**src/rtl/uart_cmd_controller.sv**
```systemverilog
`default_nettype none
// ============================================================================
// Module   : uart_cmd_controller
// Purpose  : Parses 4-byte command frames (SYNC, CMD, ARG, CHK) arriving as
//            one-cycle byte strobes from uart_rx. Validated commands update the
//            LED pattern/mode registers; bad or timed-out frames are flagged
//            and counted instead.
// Ports    : i_clk, i_rst_n (async active-low)
//            i_ready_rx / i_data_rx  - received byte strobe and data
//            o_enb_rx                - receiver enable (low only in EXEC)
//            o_led_data / o_led_we   - LED pattern register and update pulse
//            o_mode                  - display mode register
//            o_busy                  - frame partially received
//            o_frame_err / o_err_cnt - error pulse and saturating error count
// Revision : 1.0 - initial release
// ============================================================================
module uart_cmd_controller #(
  parameter int                   DATA_BITS      = 8,
  parameter logic [DATA_BITS-1:0] SYNC_BYTE      = 8'hA5,
  parameter int                   TIMEOUT_CYCLES = 500_000
) (
  input  logic                 i_clk,
  input  logic                 i_rst_n,
  input  logic                 i_ready_rx,
  input  logic [DATA_BITS-1:0] i_data_rx,
  output logic                 o_enb_rx,
  output logic [DATA_BITS-1:0] o_led_data,
  output logic                 o_led_we,
  output logic [1:0]           o_mode,
  output logic                 o_busy,
  output logic                 o_frame_err,
  output logic [7:0]           o_err_cnt
);

  localparam int CNT_W = $clog2(TIMEOUT_CYCLES);

  // Elaboration-time parameter guards.
  if (DATA_BITS != 8) begin : g_bad_data_bits
    $error("uart_cmd_controller: DATA_BITS must be 8");
  end
  if (TIMEOUT_CYCLES < 2) begin : g_bad_timeout
    $error("uart_cmd_controller: TIMEOUT_CYCLES must be at least 2");
  end

  typedef enum logic [2:0] {
    S_IDLE     = 3'd0,
    S_WAIT_CMD = 3'd1,
    S_WAIT_ARG = 3'd2,
    S_WAIT_CHK = 3'd3,
    S_EXEC     = 3'd4
  } state_t;

  state_t               state, state_next;
  logic [DATA_BITS-1:0] cmd, arg;
  logic [CNT_W-1:0]     cnt;
  logic                 in_wait, timeout, cmd_known, frame_ok;
  logic                 err_now, latch_cmd, latch_arg;

  assign in_wait  = (state == S_WAIT_CMD) || (state == S_WAIT_ARG) || (state == S_WAIT_CHK);
  // A strobe in the same cycle takes priority over the timeout.
  assign timeout  = in_wait && !i_ready_rx && (cnt == CNT_W'(TIMEOUT_CYCLES - 1));
  assign o_busy   = in_wait;
  assign o_enb_rx = (state != S_EXEC);

  // Mode argument must fit in two bits; anything else is a bad frame.
  always_comb begin
    cmd_known = 1'b0;
    case (cmd)
      8'h01, 8'h03, 8'h04: cmd_known = 1'b1;
      8'h02:               cmd_known = (arg[DATA_BITS-1:2] == '0);
      default:             cmd_known = 1'b0;
    endcase
  end

  assign frame_ok = (i_data_rx == (SYNC_BYTE ^ cmd ^ arg)) && cmd_known;

  always_ff @(posedge i_clk or negedge i_rst_n) begin
    if (!i_rst_n) state <= S_IDLE;
    else          state <= state_next;
  end

  always_comb begin
    state_next = state;
    err_now    = 1'b0;
    latch_cmd  = 1'b0;
    latch_arg  = 1'b0;
    case (state)
      S_IDLE: begin
        // Non-sync bytes outside a frame are dropped silently.
        if (i_ready_rx && (i_data_rx == SYNC_BYTE)) state_next = S_WAIT_CMD;
      end
      S_WAIT_CMD: begin
        if (i_ready_rx) begin
          latch_cmd  = 1'b1;
          state_next = S_WAIT_ARG;
        end else if (timeout) begin
          err_now    = 1'b1;
          state_next = S_IDLE;
        end
      end
      S_WAIT_ARG: begin
        if (i_ready_rx) begin
          latch_arg  = 1'b1;
          state_next = S_WAIT_CHK;
        end else if (timeout) begin
          err_now    = 1'b1;
          state_next = S_IDLE;
        end
      end
      S_WAIT_CHK: begin
        if (i_ready_rx) begin
          if (frame_ok) begin
            state_next = S_EXEC;
          end else begin
            err_now    = 1'b1;
            state_next = S_IDLE;
          end
        end else if (timeout) begin
          err_now    = 1'b1;
          state_next = S_IDLE;
        end
      end
      S_EXEC:  state_next = S_IDLE;
      default: state_next = S_IDLE;
    endcase
  end

  // Inter-byte counter: held at zero outside a frame and on every strobe.
  always_ff @(posedge i_clk or negedge i_rst_n) begin
    if (!i_rst_n) begin
      cnt <= '0;
    end else if (!in_wait || i_ready_rx) begin
      cnt <= '0;
    end else if (!timeout) begin
      cnt <= cnt + CNT_W'(1);
    end
  end

  always_ff @(posedge i_clk or negedge i_rst_n) begin
    if (!i_rst_n) begin
      cmd         <= '0;
      arg         <= '0;
      o_led_data  <= '0;
      o_led_we    <= 1'b0;
      o_mode      <= 2'd0;
      o_frame_err <= 1'b0;
      o_err_cnt   <= 8'd0;
    end else begin
      o_led_we    <= 1'b0;
      o_frame_err <= err_now;
      if (latch_cmd) cmd <= i_data_rx;
      if (latch_arg) arg <= i_data_rx;
      if (err_now && (o_err_cnt != 8'hFF)) o_err_cnt <= o_err_cnt + 8'd1;
      if (state == S_EXEC) begin
        case (cmd)
          8'h01: begin
            o_led_data <= arg;
            o_led_we   <= 1'b1;
          end
          8'h02:   o_mode <= arg[1:0];
          8'h03: begin
            o_led_data <= o_led_data ^ arg;
            o_led_we   <= 1'b1;
          end
          8'h04:   o_err_cnt <= 8'd0;
          default: ;
        endcase
      end
    end
  end

endmodule
`default_nettype wire
```
**config.mk**
```make
export PLATFORM = sky130hd
export DESIGN_NAME = uart_cmd_controller
export DESIGN_NICKNAME = d
export VERILOG_FILES = /design/src/rtl/uart_cmd_controller.sv
export SDC_FILE = /design/constraint.sdc
export NUM_CORES = 1
export LEC_CHECK = 0
export CORE_MARGIN = 2
export CORE_UTILIZATION = 37
export DETAILED_ROUTE_END_ITERATION = 7
export PLACE_DENSITY = 0.59
export REMOVE_ABC_BUFFERS = 1
export SYNTH_ARGS = -nofsm -noshare
export SYNTH_HDL_FRONTEND = slang
export SYNTH_SLANG_ARGS = --single-unit
```
**constraint.sdc**
```tcl
create_clock -name i_clk -period 2.2 [get_ports i_clk]
set_clock_uncertainty 0.05 [all_clocks]
set_input_delay 0.22 -clock i_clk [delete_from_list [all_inputs] [get_ports i_clk]]
set_output_delay 0.22 -clock i_clk [all_outputs]
set_load 0.01 [all_outputs]
```
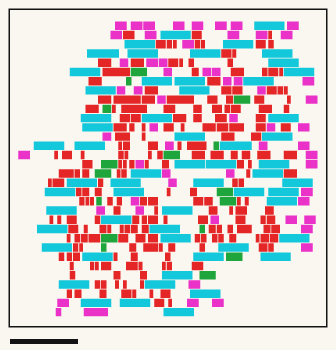
run_1/class_map.png
Bar = 20 um.
legend:
  cyan:
    class: sequential cells
    cells: 58
    share_of_their_area: 40%
  green:
    class: clock drivers and dummy loads
    cells: 16
    share_of_their_area: 4.7%
  magenta:
    class: remaining buffers and delay cells
    cells: 59
    share_of_their_area: 15%
  red:
    class: remaining logic cells
    cells: 212
    share_of_their_area: 41%

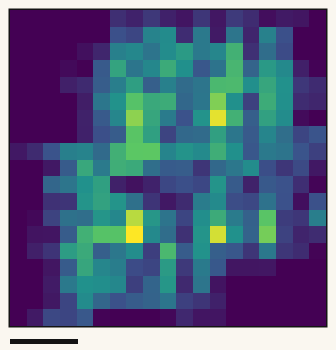
run_1/route_heat.png
Bar = 20 um. 19 x 19 tiles, from dark purple (low) to yellow (high), scaled to the fullest tile. Values are wire area over tile area, all layers added.
nearly empty tiles: 24%
mean over tiles: 0.11
fullest tile: 0.44

==> impl_metrics.ini, run 1 <==
; generated from flow reports
[final_layout]
logic_gate_count = 210
fill_cells = 740
nClkBuffers = 10
diodes = 0
largest_class = combinational gates
clk_share_pct = 4.52
final_cell_mix = dfrtp_1, nor2_1, clkdlybuf4s50_1
largest_reg_flops = 19
drive_above_1_share_pct = 20.9
n_all_buffers = 59
logic_area_um2 = 1470
fin_nets = 353
num-nonclk-inverters = 2
buf_share_pct = 14.2
sh_seq_area_pct = 38.7
sh_comb_area_pct = 39.1
lay_top_count = dfrtp_1
regMostFlops = cnt
area_growth_pct = 28.2
seq_area_um2 = 1450
seq_cells = 58

[yosys]
ys.flop_type = dfrtp_1
synthCells = 279
mux_area_share_pct = 7.59
synth_adder_area_share_pct = 0.853
yosys_warnings = 0
syn_area_um2 = 2930
ys_area_um2 = 2930
synthAoiAreaFrac_pct = 10.1
yosysUniqueCellTypes = 40
ys.flops = 58
yosys_cells = 279
ys_sh_xor_pct = 9.17
synth_area_per_cell_um2 = 10.5
synth-edff-count = 0
synthSimpleGateAreaFrac_pct = 21.3
ys_async_sr_fraction_pct = 100
ys_seq_share_pct = 49.5
netlist_logic_family_top = simple AND/OR/NAND/NOR gates

[floorplanning]
die_h_um = 93.0
core_area_um2 = 7690
fp_util_pct = 38.2
nWellTaps = 102
ios = 33
row_count = 32
fp.dieW_um = 93.0
chip_area_um2 = 8650

[worst_setup_path]
r2r-start = cmd[1]
reg2reg_to = o_err_cnt[7]
critPathMaxStageDelay_ps = 490
slowest_stage = or4_1
cp_top_family = simple AND/OR/NAND/NOR gates
crit_chain = nor3b_1 -> a211oi_1 -> and4b_1 -> a21oi_4 -> o21ai_2 -> or4_1 -> a21oi_2
crit_start = cmd[1]
path_class = reg -> reg
crit_fanout = 6
endpoint = o_err_cnt[7]
worstPathRequired_ps = 2420
rrSetupSlack_ps = 90
r2r_cells = 7
start_kind = flop
cp.depth = 7
arrival_ps = 2330
worst_setup_path_end_kind = flop
path_buffers = 0

[power]
p_leak_nw = 1.56
largestPowerGroup = registers
comb_power_mw = 1.16
internal_power_mw = 2.40
pg_seq_mw = 1.58
power_frac_comb_pct = 32.1
ir_drop_mv = 0.339
seqPwrFrac_pct = 43.9
powerClk_uw = 864
power-per-cell-area_nw_per_um2 = 957
clockPowerShare_pct = 24.0
p_sw_share_pct = 33.5
switching_power_mw = 1.21

[sta]
post-route-period-util_pct = 96.0
slew_viol_final = 0
setup_violations = 0
max_freq_mhz = 473
rsz0062_at_grt = no
fin_tns_setup_ps = 0
fin_crit_ps = 2110
fin_ws_ps = 88.0
hold_violations = 0
tightest_slew_ps = 565
whs_ps = 355
relSlewSlack_pct = 62.3

[clocking]
cts_tree = built
h-tree-depth = 3
path_clk_slew_ps = 70
cts_buffer_depth = 2
numCtsBuffers = 9
root_buffer = clkbuf_8
insertion_delay_ps = 340
clock_sinks = 58

[run_status]
status = completed

[global_routing]
grt_pass1_vias = 2226
track_usage_pct = 16.2
grt_max_degree = 37
grt_pass1_wl_um = 11000
antenna_found_initial = 0
grt_overflow = 0

[job]
warnings = 25
maxCapViolCount = 0

[detailed_routing]
drtIter0Drc = 54
drtAntennaViolNets = 0
dr.pass1.iters = 4
num_vias = 2310
drt-vias-per-instance = 5.17
postRouteWirelength_um = 6390
routedWlPerCell_um = 14.3
drc = 0

[placed_design]
pre_cts_ws_ps = -65.6
place.gp.congestion = 0.771
io_buffers = 32
dpl.hpwl_um = 4570

[min_path]
holdCritPathClass = in -> async
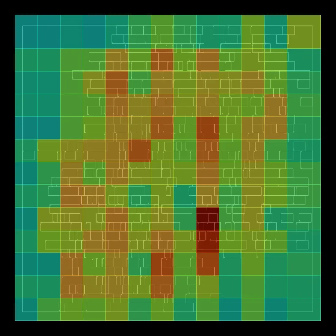
run_1/congestion_map.png
met3 GRT Util: 2.66%
grt met1 use: 22.6%
Global Route met2 Usage: 24.6%
Final Core Density: 48.9%

==> run 1: what timing repair did <==
action	4_1_cts	5_1_grt
hold buffers	1	0
endpoints found under the setup margin	8	15
endpoints found under the hold margin	22	0
resized	1	8
setup buffers	0	1
==> run 1: synth_stat cells (2+ instances only) <==
library cell,instances,area (um^2)
nand2b_1,3,18.8
nand4_1,4,25.0
nand4b_1,2,17.5
buf_2,3,15.0
nor2_1,35,131
nor2b_1,2,12.5
buf_1,2,7.51
nor4_1,4,25.0
nor3_1,8,40.0
o211ai_1,3,22.5
ha_1,2,25.0
nor3b_1,2,15.0
xnor2_1,11,96.3
o31ai_1,4,30.0
nor4bb_1,4,40.0
mux2_2,18,203
mux2i_1,2,20.0
xnor3_1,3,67.6
clkbuf_1,4,15.0
inv_1,2,7.51
dfrtp_1,58,1450
or3_1,8,50.1
and3_1,7,43.8
and2_1,2,12.5
a21oi_1,20,100
nand2_1,17,63.8
xor2_1,12,105
nand3_1,9,45.0
o21ai_0,8,40.0
and4b_1,3,30.0
a311oi_1,8,70.1
==> run 1: per-layer routing <==
metal	global-route usage, %	part of all wire, %	routed length (um)
met1	22.6	49	3140
met2	24.6	46	2950
met3	2.66	2.3	145
met4	7.72	2.3	145
met5	0	0	0
==> run 1: stage by stage <==
stage / cells / power [mW] / util [%] / instance area [um^2]
5_1_grt: 447 / 3.84 / 48.9 / 3760
3_3_place_gp: 429 / 2.69 / 46.0 / 3540
3_5_place_dp: 429 / 2.71 / 46.0 / 3540
6_report: 447 / 3.60 / 48.9 / 3760
4_1_cts: 446 / 3.59 / 48.4 / 3720
2_1_floorplan: 270 / 2.26 / - / 2900
==> run 2, diff against run 1 <==
- PLACE_DENSITY: 0.59 -> not set
- PLACE_DENSITY_LB_ADDON: not set -> 0.15
- RECOVER_POWER: not set -> 50
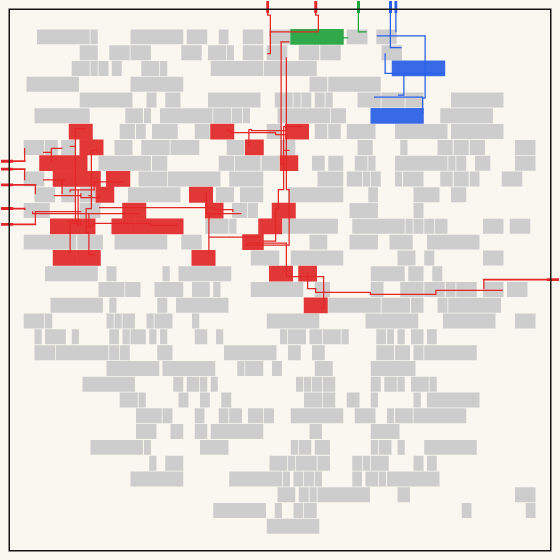
run_2/port_trees.png
legend:
  blue:
    port: `o_mode`
    bits: 2
    direction: output
    end_cells: 2
    buffers: 2
    wire: 60.3 um
  red:
    port: `i_data_rx`
    bits: 8
    direction: input
    end_cells: 26
    buffers: 15
    wire: 412 um
  green:
    port: `o_led_we`
    bits: 1
    direction: output
    end_cells: 1
    buffers: 1
    wire: 5.90 um

==> run 2 against run 1 <==
  * Register-to-register slack gained 50 ps
  * Critical endpoint unchanged
  * Worst hold slack lost 160 ps
  * Die size is the same
==> impl_metrics.ini, run 2 <==
; generated from flow reports
[final_layout]
diodes = 0
largest_reg_flops = 19
final_core_util_pct = 48.9
final_cell_mix = dfrtp_1, nor2_1, clkdlybuf4s50_1
final_area_um2 = 3760
final_cells = 445
lay_top_count = dfrtp_1
area_growth_pct = 28.2
drive_above_1_share_pct = 21.0
fin_nets = 352
regMostFlops = cnt

[worst_setup_path]
arrival_ps = 2270
start_kind = flop
crit_start = cmd[4]
worst_setup_path_end_kind = flop
crit_fanout = 4
cp_top_family = simple AND/OR/NAND/NOR gates
path_buffers = 0
r2r_cells = 7
reg2reg_to = o_err_cnt[7]
crit_chain = xnor3_1 -> and4b_1 -> and4_4 -> a21oi_4 -> o21ai_4 -> or4_4 -> a21oi_2
worstPathRequired_ps = 2410
slowest_stage = dfrtp_1
cp.depth = 7
critPathMaxStageDelay_ps = 420
r2r-start = cmd[4]
rrSetupSlack_ps = 140
path_class = reg -> reg
endpoint = o_err_cnt[7]

[power]
power-per-cell-area_nw_per_um2 = 956
clockPowerShare_pct = 23.9
finalPower_mw = 3.59
p_leak_nw = 1.57
ir_drop_mv = 0.687
p_sw_share_pct = 32.7
internal_power_mw = 2.42
switching_power_mw = 1.18
seqPwrFrac_pct = 43.6
power_frac_comb_pct = 32.5

[sta]
hold_violations = 0
whs_ps = 191
relSlewSlack_pct = 12.7
max_freq_mhz = 486
fin_ws_ps = 143
fin_tns_setup_ps = 0
fin_crit_ps = 2060
slew_viol_final = 0
setup_violations = 0
tightest_slew_ps = 1310
post-route-period-util_pct = 93.5

[clocking]
insertion_delay_ps = 330
numCtsBuffers = 9
cts_tree = built
root_buffer = clkbuf_8
path_clk_slew_ps = 60
h-tree-depth = 3
clock_sinks = 58
cts_buffer_depth = 2

[placed_design]
place.gp.congestion = 0.773
io_buffers = 32
postPlaceCellArea_um2 = 3520
pre_cts_ws_ps = -140
dpl.hpwl_um = 4340
dp.cells = 427

[yosys]
largest_area_cell = dfrtp_1
ys_async_sr_fraction_pct = 100
yosysUniqueCellTypes = 40
netlist.area_leader.share_pct = 49.5
synth-edff-count = 0
ys_seq_share_pct = 49.5
yosys_warnings = 0
synth_area_per_cell_um2 = 10.5
top_cell = dfrtp_1
yosys_cells = 279
top_cells_by_count = dfrtp_1, nor2_1, a21oi_1
ys_area_um2 = 2930
syn_area_um2 = 2930
ys.flops = 58
ys.flop_type = dfrtp_1
area_leaders = dfrtp_1, mux2_2, nor2_1
synthCells = 279

[detailed_routing]
postRouteWirelength_um = 6350
dr.pass1.iters = 4
drt-vias-per-instance = 5.14
drtAntennaViolNets = 0
drtIter0Drc = 131
num_vias = 2286
drc = 0

[min_path]
holdPathStages = 2
worst_hold_path.endpoint = cmd[4]
holdCritPathClass = in -> reg
min_from = i_data_rx[4]

[floorplanning]
core_area_um2 = 7690
ios = 33
row_count = 32
chip_area_um2 = 8650
die_h_um = 93.0
fp_util_pct = 38.2
fp.dieW_um = 93.0

[job]
maxCapViolCount = 0
warnings = 25

[global_routing]
antenna_found_initial = 0
grt_pass1_wl_um = 10900
grt_max_degree = 59
grt_pass1_vias = 2268
grt_overflow = 0

[run_status]
status = completed
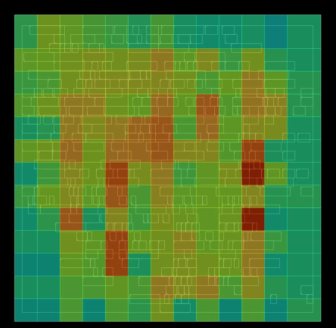
run_2/congestion_map.png
all-layer global routing usage: 16.2%
average wire per standard cell: 14.3 um
grt met1 use: 23.5%
Top Usage Layer GRT: met1
met3 GRT Util: 3.30%

run 2: cell count changes in the layout (fill, tap and decap cells not counted), sizes merged:
cell | previous run | this run
clkbuf | 10 | 15
buf | 27 | 23
clkdlybuf4s50 | 31 | 27
dlygate4sd3 | 1 | 4
clkinv | 5 | 3
clkinvlp | 1 | 0
dlymetal6s2s | 0 | 1
run 2: cell families (layout without fill, tap and decap cells):
logic type               count (synthesis)  after routing  synth area share [%]
AND/OR/NAND/NOR                        116            116                  21.3
XOR/XNOR                                26             26                  9.17
adder cells (fa/ha/maj)                  2              2                 0.853
flip-flops                              58             58                  49.5
buffers and inverters                   11             75                  1.54
AND-OR/OR-AND                           46             46                  10.1
multiplexers                            20             20                  7.59
run 2: repair_timing:
action | CTS | global route
buffers inserted | 1 | 1
endpoints found under the hold margin | 58 | 0
hold buffers | 1 | 0
resized | 0 | 17
endpoints found under the setup margin | 1 | 16
pin swaps | 0 | 6
run 2: routing by layer:
metal  global-route usage (%)  up-vias  part of all wire [%]
met1                     23.5     1104                    52
met4                     7.72        0                   2.0
li1                         -     1135                     -
met2                     23.1       35                    43
met3                     3.30       12                   3.0
met5                        0        -                     0
run 2: power by group through the flow:
stage	Clock [mW]	Combinational, mW	Sequential (mW)
2_1_floorplan	0	0.730	1.53
3_3_place_gp	0	1.11	1.57
3_5_place_dp	0	1.12	1.57
4_1_cts	0.890	1.15	1.55
5_1_grt	0.948	1.30	1.61
6_report	0.860	1.17	1.57
run 2: layout make-up:
class | instances | area [um^2]
clock buffers | 12 | 155
multi-input cells | 210 | 1500
inverters | 2 | 7.51
flip-flops and latches | 58 | 1460
repair buffers | 58 | 505
clock inverters | 3 | 15.0
fillers | 720 | 3930
well taps | 102 | 128
==> run 3, diff against run 2 <==
- TNS_END_PERCENT: not set -> 5
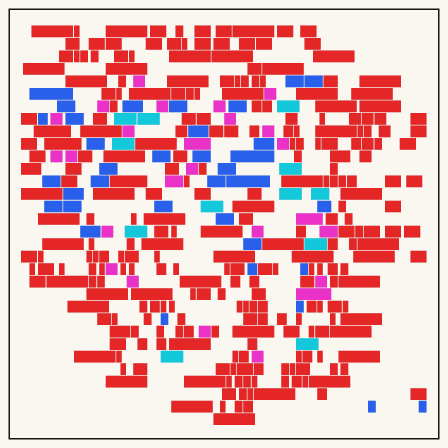
run_3/sizing.png
legend:
  cyan:
    size: x6 and larger
    cells: 12
    share: 3.5%
    most_used: clkbuf_8
  magenta:
    size: x3 and x4
    cells: 25
    share: 7.3%
    most_used: buf_4
  red:
    size: x1 and smaller
    cells: 271
    share: 79%
    most_used: dfrtp_1
  blue:
    size: x2
    cells: 35
    share: 10%
    most_used: mux2_2

==> run 3 against run 2 <==
  * Flip-flop count unchanged
  * Routed wire length unchanged
  * Non-clock buffer count unchanged
  * Combinational power about the same
  * Register-to-register slack about the same
  * Final area unchanged
  * Clock-buffer cell count unchanged
  * Worst setup slack unchanged
  * Area after synthesis unchanged
  * Worst hold slack unchanged
  * Critical path depth unchanged
  * Largest power group unchanged
  * Highest routed layer unchanged
==> impl_metrics.ini, run 3 <==
; generated from flow reports
[worst_setup_path]
critPathMaxStageDelay_ps = 420
rrSetupSlack_ps = 140
slowest_stage = dfrtp_1
start_kind = flop
worstPathRequired_ps = 2410
crit_chain = xnor3_1 -> and4b_1 -> and4_4 -> a21oi_4 -> o21ai_4 -> or4_4 -> a21oi_2
path_class = reg -> reg
cp.depth = 7
arrival_ps = 2270
r2r_cells = 7
cp_top_family = simple AND/OR/NAND/NOR gates
reg2reg_to = o_err_cnt[7]
r2r-start = cmd[4]
endpoint = o_err_cnt[7]
crit_fanout = 4
crit_start = cmd[4]
worst_setup_path_end_kind = flop
path_buffers = 0

[yosys]
ys_seq_share_pct = 49.5
synth-edff-count = 0
area_leaders = dfrtp_1, mux2_2, nor2_1
synthCells = 279
ys_async_sr_fraction_pct = 100
netlist_logic_family_top = simple AND/OR/NAND/NOR gates
ys.flop_type = dfrtp_1
yosys_warnings = 0
ys.flops = 58
top_cell = dfrtp_1
synthSimpleGateAreaFrac_pct = 21.3
top_cells_by_count = dfrtp_1, nor2_1, a21oi_1
ys_area_um2 = 2930
mux_area_share_pct = 7.59
netlist.area_leader.share_pct = 49.5
syn_area_um2 = 2930
largest_area_cell = dfrtp_1
synth_area_per_cell_um2 = 10.5
ys_sh_xor_pct = 9.17
yosysUniqueCellTypes = 40
synth_adder_area_share_pct = 0.853

[final_layout]
final_cells = 445
fin_nets = 352
final_core_util_pct = 48.9
fill_cells = 720
final_cell_mix = dfrtp_1, nor2_1, clkdlybuf4s50_1
largest_reg_flops = 19
drive_above_1_share_pct = 21.0
logic_area_um2 = 1500
diodes = 0
regMostFlops = cnt
area_growth_pct = 28.2
seq_area_um2 = 1460
lay_top_count = dfrtp_1

[sta]
setup_violations = 0
slew_viol_final = 0
tightest_slew_ps = 1310
relSlewSlack_pct = 12.7
fin_ws_ps = 143
post-route-period-util_pct = 93.5
max_freq_mhz = 486
hold_violations = 0
fin_crit_ps = 2060

[detailed_routing]
drtAntennaViolNets = 0
dr.pass1.iters = 4
routed-wl-met3_um = 191
drt-vias-per-instance = 5.14
routedWlPerCell_um = 14.3
num_vias = 2286
drtIter0Drc = 131
postRouteWirelength_um = 6350
top_layer_used = met4
wl_met1_um = 3290

[placed_design]
postPlaceCellArea_um2 = 3520
pre_cts_ws_ps = -140
io_buffers = 32
dp.cells = 427
dpl.hpwl_um = 4340
place.gp.congestion = 0.773

[floorplanning]
chip_area_um2 = 8650
die_h_um = 93.0
ios = 33
fp.dieW_um = 93.0

[power]
p_sw_share_pct = 32.7
clockPowerShare_pct = 23.9
seqPwrFrac_pct = 43.6
power-per-cell-area_nw_per_um2 = 956
switching_power_mw = 1.18
internal_power_mw = 2.42
p_leak_nw = 1.57
ir_drop_mv = 0.687

[run_status]
status = completed

[global_routing]
grt_pass1_vias = 2268
use_met1_pct = 23.5
antenna_found_initial = 0
busiest_layer = met1
grt_max_degree = 59
grt_overflow = 0
grt_use_met3_pct = 3.30
grt_pass1_wl_um = 10900
grt_use_met2_pct = 23.1

[clocking]
h-tree-depth = 3
numCtsBuffers = 9
clock_sinks = 58
cts_buffer_depth = 2
cts_tree = built
path_clk_slew_ps = 60

[min_path]
holdCritPathClass = in -> reg

[job]
maxCapViolCount = 0
warnings = 25
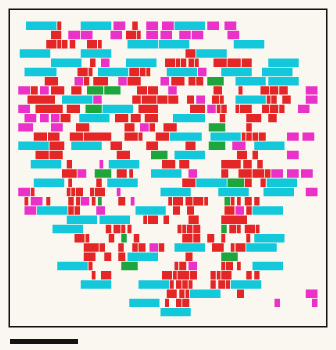
run_3/class_map.png
Bar = 20 um.
num rows: 32
flop share of the area: 38.7%
core area: 7690 um^2
design area: 3760 um^2

## run 3: cell counts after synthesis
Identical to the previous run, type by type.
## run 3: worst min path at each step
stage / to / slack [ps] / cells past startpoint / startpoint
2_1_floorplan: arg[0] / -130 / 0 / i_rst_n
3_3_place_gp: cnt[14] / 210 / 2 / i_rst_n
3_5_place_dp: cnt[14] / 200 / 2 / i_rst_n
4_1_cts: cnt[14] / 380 / 3 / i_rst_n
5_1_grt: cmd[4] / 200 / 2 / i_data_rx[4]
6_report: cmd[4] / 190 / 2 / i_data_rx[4]
## run 3: layout make-up
cell class,count,area share (%)
repair buffers,58,13.4
clock inverters,3,0.399
flip-flops and latches,58,38.7
clock buffers,12,4.13
multi-input cells,210,39.8
inverters,2,0.200
well taps,102,3.39
## run 3: cell families (layout without fill, tap and decap cells)
family	after synthesis	in the layout
compound gates	46	46
xor+xnor	26	26
fa+ha+maj	2	2
buf+inv	11	75
flops	58	58
mux	20	20
simple gates	116	116
## run 3: through the flow
step                      hold WS, ps  power, mW  TNS (ps)
after detailed placement          204       2.69      -198
final                             191       3.59         0
after CTS                         381       3.59         0
after global routing              205       3.86     -27.8
after floorplan                  -126       2.26      -757
after global placement            206       2.69     -93.4
## run 3: power by group through the flow
stage          registers [mW]  clock network [mW]  logic, mW
6_report                 1.57               0.860       1.17
5_1_grt                  1.61               0.948       1.30
4_1_cts                  1.55               0.890       1.15
3_5_place_dp             1.57                   0       1.12
3_3_place_gp             1.57                   0       1.11
2_1_floorplan            1.53                   0      0.730
## run 3: timing repair
item | CTS | global route
endpoints found under the hold margin | 58 | 0
gates resized | 0 | 17
hold buffers | 1 | 0
pin swaps | 0 | 6
buffers inserted | 1 | 1
endpoints found under the setup margin | 1 | 16
gates cloned | 0 | 0
Power and IR drop assume default switching activity.
